Figure 1. Congestion heat map.
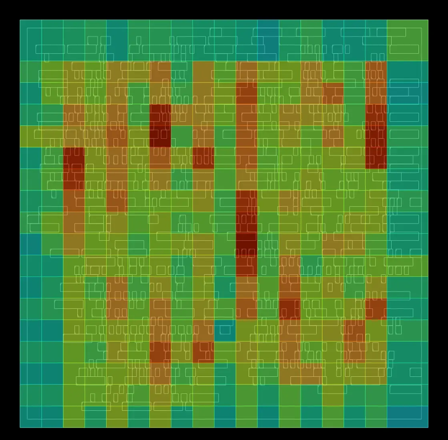
Figure 2. The metal 1 layer.
The bar under the picture is 50 um long. Supply wires on this layer in grey.
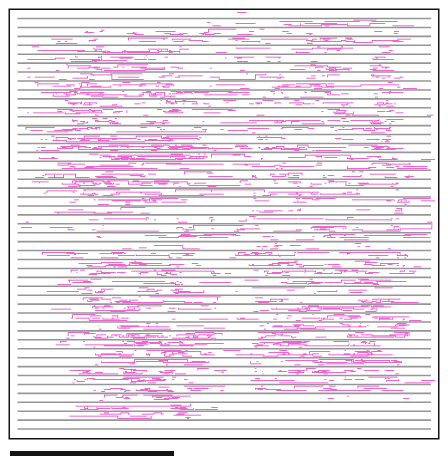
Figure 3. Gate families picked out.
The bar under the picture is 50 um long.
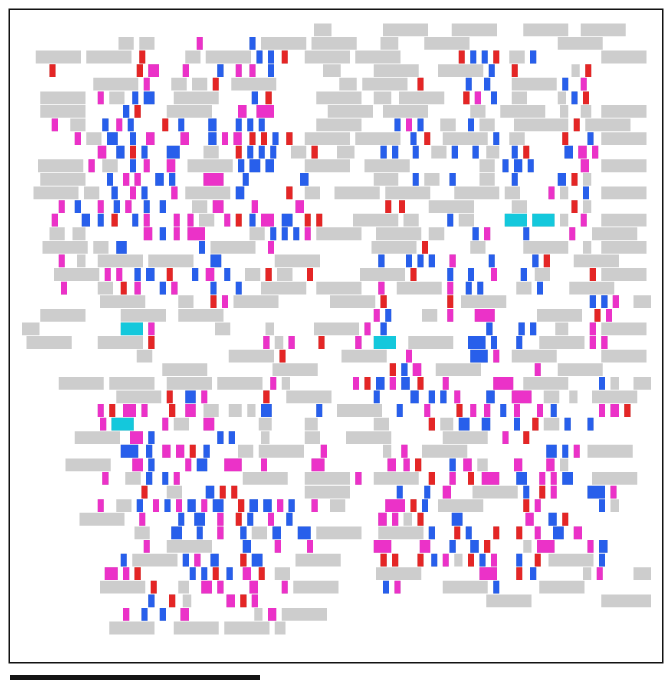
Figure 4. Met3 routing.
The bar under the picture is 50 um long.
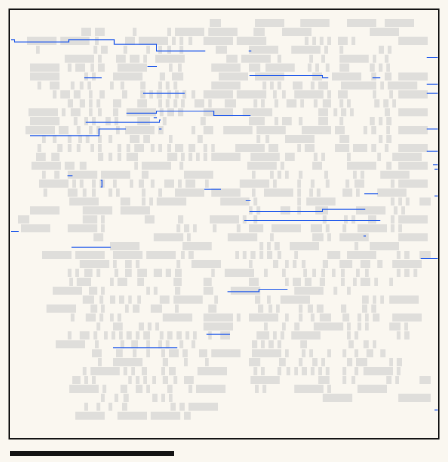
### src/rtl/gate_lab_controller.sv
// gate_lab_controller: synchronise/debounce switches and mode button, drive LEDs with the selected gate-lab function.
module gate_lab_controller #(
  parameter int DEBOUNCE_CYCLES = 1000000,
  parameter int BLINK_CYCLES = 50000000
) (
  input  logic       clk,
  input  logic       rst_n,
  input  logic [7:0] switch,
  input  logic       btn,
  output logic [7:0] led
);
  localparam int DW = $clog2(DEBOUNCE_CYCLES);
  localparam int BW = $clog2(BLINK_CYCLES);
  typedef enum logic [2:0] {
    S_AND  = 3'b000,
    S_INV  = 3'b001,
    S_XNOR = 3'b010,
    S_MUX  = 3'b011,
    S_SCAN = 3'b100
  } state_t;
  state_t state, state_nxt;
  logic [7:0] sw_m, sw_s, sw_p, sw_db;
  logic [DW-1:0] sw_cnt, btn_cnt;
  logic btn_m, btn_s, btn_p, btn_db, btn_q, hb;
  logic [BW-1:0] hb_cnt;
  logic sw_hit, btn_hit, step, hb_wrap, f0, f1, f2, f3;
  logic [3:0] lo;
  // A change is accepted only after the synced value has held steady and differed for the full window.
  assign sw_hit = sw_s != sw_db && sw_s == sw_p && sw_cnt == DW'(DEBOUNCE_CYCLES - 1);
  assign btn_hit = btn_s != btn_db && btn_s == btn_p && btn_cnt == DW'(DEBOUNCE_CYCLES - 1);
  assign step = btn_db & ~btn_q;
  assign hb_wrap = hb_cnt == BW'(BLINK_CYCLES - 1);
  assign f0 = sw_db[0] & sw_db[1];
  assign f1 = ~(sw_db[2] & ~sw_db[3]);
  assign f2 = ~^sw_db;
  assign f3 = sw_db[4] ? f0 : f1;
  always_comb begin
    state_nxt = state;
    case (state)
      S_AND:   state_nxt = step ? S_INV : S_AND;
      S_INV:   state_nxt = step ? S_XNOR : S_INV;
      S_XNOR:  state_nxt = step ? S_MUX : S_XNOR;
      S_MUX:   state_nxt = step ? S_SCAN : S_MUX;
      S_SCAN:  state_nxt = step ? S_AND : S_SCAN;
      default: state_nxt = S_AND;
    endcase
    lo = state == S_SCAN ? {f3, f2, f1, f0} :
         {3'b000, state == S_AND ? f0 : state == S_INV ? f1 : state == S_XNOR ? f2 : f3};
  end
  always_ff @(posedge clk or negedge rst_n) begin
    if (!rst_n) begin
      sw_m <= '0;
      sw_s <= '0;
      sw_p <= '0;
      sw_db <= '0;
      sw_cnt <= '0;
      btn_m <= 1'b0;
      btn_s <= 1'b0;
      btn_p <= 1'b0;
      btn_db <= 1'b0;
      btn_q <= 1'b0;
      btn_cnt <= '0;
      hb_cnt <= '0;
      hb <= 1'b0;
      state <= S_AND;
      led <= 8'h00;
    end else begin
      sw_m <= switch;
      sw_s <= sw_m;
      sw_p <= sw_s;
      sw_cnt <= (sw_s == sw_db || sw_s != sw_p || sw_hit) ? '0 : sw_cnt + 1'b1;
      if (sw_hit) sw_db <= sw_s;
      btn_m <= btn;
      btn_s <= btn_m;
      btn_p <= btn_s;
      btn_cnt <= (btn_s == btn_db || btn_s != btn_p || btn_hit) ? '0 : btn_cnt + 1'b1;
      if (btn_hit) btn_db <= btn_s;
      btn_q <= btn_db;
      hb_cnt <= hb_wrap ? '0 : hb_cnt + 1'b1;
      if (hb_wrap) hb <= ~hb;
      state <= state_nxt;
      led <= {state, hb, lo};
    end
  end
endmodule
### config.mk
export PLATFORM = sky130hd
export DESIGN_NAME = gate_lab_controller
export DESIGN_NICKNAME = d
export VERILOG_FILES = /design/src/rtl/gate_lab_controller.sv
export SDC_FILE = /design/constraint.sdc
export NUM_CORES = 1
export LEC_CHECK = 0
export ABC_AREA = 1
export CAP_MARGIN = 20
export CELL_PAD_IN_SITES_DETAIL_PLACEMENT = 1
export CELL_PAD_IN_SITES_GLOBAL_PLACEMENT = 1
export CORE_MARGIN = 2
export CORE_UTILIZATION = 35
export DETAILED_ROUTE_END_ITERATION = 10
export DONT_BUFFER_PORTS = 1
export PLACE_DENSITY_LB_ADDON = 0.1
export SLEW_MARGIN = 20
export SYNTH_ARGS = -nofsm -noshare
export SYNTH_HDL_FRONTEND = slang
export SYNTH_SLANG_ARGS = --single-unit
### constraint.sdc
create_clock -name clk -period 3.2 [get_ports clk]
set_input_delay 0.32 -clock clk [delete_from_list [all_inputs] [get_ports clk]]
set_output_delay 0.32 -clock clk [all_outputs]
set_load 0.1 [all_outputs]
==> summary.json <==
{
  "detailed_routing": {
    "highest-signal-layer": "met4",
    "antenna_violating_nets_post_route": 0,
    "viasPerCell": 4.668,
    "detailroute.wirelength.met2_um": 6243
  },
  "pwr": {
    "vdd_drop_max_mv": 0.4170,
    "internal_power_w": 0.002592,
    "leakagePower_nw": 2.917,
    "power_switching_share_pct": 23.50,
    "power_density_mw_per_mm2": 519.5,
    "powerComb_w": 0.0000770,
    "p_clk_w": 0.00182,
    "power_switching_w": 0.0007963
  },
  "synth": {
    "yosys_cell_types": 30,
    "syn-cell-area_mm2": 0.005595,
    "arithmetic_cell_share_of_the_synthesized_area_counting_full_adders_half_adders_and_majority_gates_pct": 1.118,
    "netlist.top_cell.by_area": "sky130_fd_sc_hd__dfrtp_1",
    "ys_seq_share_pct": 51.43,
    "synth.most_common_cell": "sky130_fd_sc_hd__nand2_1",
    "synth-area-yosys_mm2": 0.005595,
    "fp_nets": 685,
    "synthXorXnorAreaFrac_pct": 7.200,
    "yosys.area.top_type_share_pct": 51.43,
    "top_cells_by_count": "149 x sky130_fd_sc_hd__nand2_1, 120 x sky130_fd_sc_hd__nor2_1, 115 x sky130_fd_sc_hd__dfrtp_1, 85 x sky130_fd_sc_hd__inv_1, 28 x sky130_fd_sc_hd__nor3_1",
    "yosys_cells": 669,
    "synth.area.mux_share_pct": 0
  },
  "finish": {
    "nFlopsAndLatches": 115,
    "clockNetworkAreaShare_pct": 8.730,
    "clock_buffers": 18,
    "seq_area_share_pct": 44.13,
    "num-nets-final": 711,
    "area_of_combinational_cells_with_multiple_inputs_mm2": 0.002331,
    "fin_util_pct": 41.35,
    "nMultiInputCombCells": 458,
    "fraction_of_final_layout_cells_sized_beyond_drive_strength_1_pct": 9.746,
    "n_antenna_cell": 0
  },
  "critical_path": {
    "crit_path_most_repeated_cell": "sky130_fd_sc_hd__nand2_1",
    "path_buffers": 1,
    "worstSetupStartpointType": "register",
    "r2r.worst_path.cells": 8,
    "crit_path_start": "hb_cnt[0]",
    "slowest_stage_delay_on_critical_path_ns": 0.41,
    "worst-setup-path-type": "reg2reg",
    "crit_fanout": 17
  },
  "grt": {
    "grt_first_pass_wirelength_um": 21740,
    "final_global_route_overflow_total": 0,
    "first_global_vias": 4654,
    "global_route.peak_usage_layer": "met2",
    "number_of_antenna_violations_at_the_first_check_in_global_routing": 0
  },
  "place": {
    "placement.setup.worst_slack_ns": 1.398,
    "detailed_place.area_mm2": 0.005824
  },
  "die": {
    "die_x_um": 130.4,
    "die_h_um": 130.4,
    "io_pins": 19
  },
  "timing": {
    "slew_viols_final": 0,
    "grt_setup_unrepaired": "false",
    "worst_hold_slack_ns": 0.3491,
    "layout_worst_path_cycle_share_pct": 55.71
  },
  "clock_network": {
    "cts_resized": 0,
    "cts-htree-levels": 4,
    "late_pin_clk_latency_ns": 0.42,
    "cts.hold.buffers_added": 11,
    "numCtsBuffers": 17
  },
  "outcome": {
    "run_status": "finished, final reports clean"
  },
  "job": {
    "cap_violations": 0,
    "stage_log_warnings": 28
  },
  "min_path": {
    "min_path_cells": 0
  }
}
-- Figure 1 (at the start) --
total track usage: 16.55%
GRT met2 Usage: 27.87%

-- Figure 2 (at the start) --
nets with wire on the layer = 673
longest straight run = 35.0 um
share of all routed wire = 46%
main direction = horizontal
total number of vias: 4313
total routed wirelength: 12690 um
met1 Usage GRT: 19.99%

-- Figure 3 (at the start) --
magenta -> nor cells  # cells 172, where all over the die
red -> inv cells  # cells 92, where all over the die
cyan -> fa/ha/maj cells  # cells 5
blue -> nand cells  # cells 201, where all over the die
multi-input gate share of the layout cell area: 35.74%
commonest non-fill, non-tap cell in the layout: sky130_fd_sc_hd__nand2_1

-- Figure 4 (at the start) --
main direction = horizontal
share of all routed wire = 3.0%
wire length on this layer = 377 um
met3 Usage GRT: 5.212%

Power figures rest on the tool's default switching activity, not on a simulated workload.
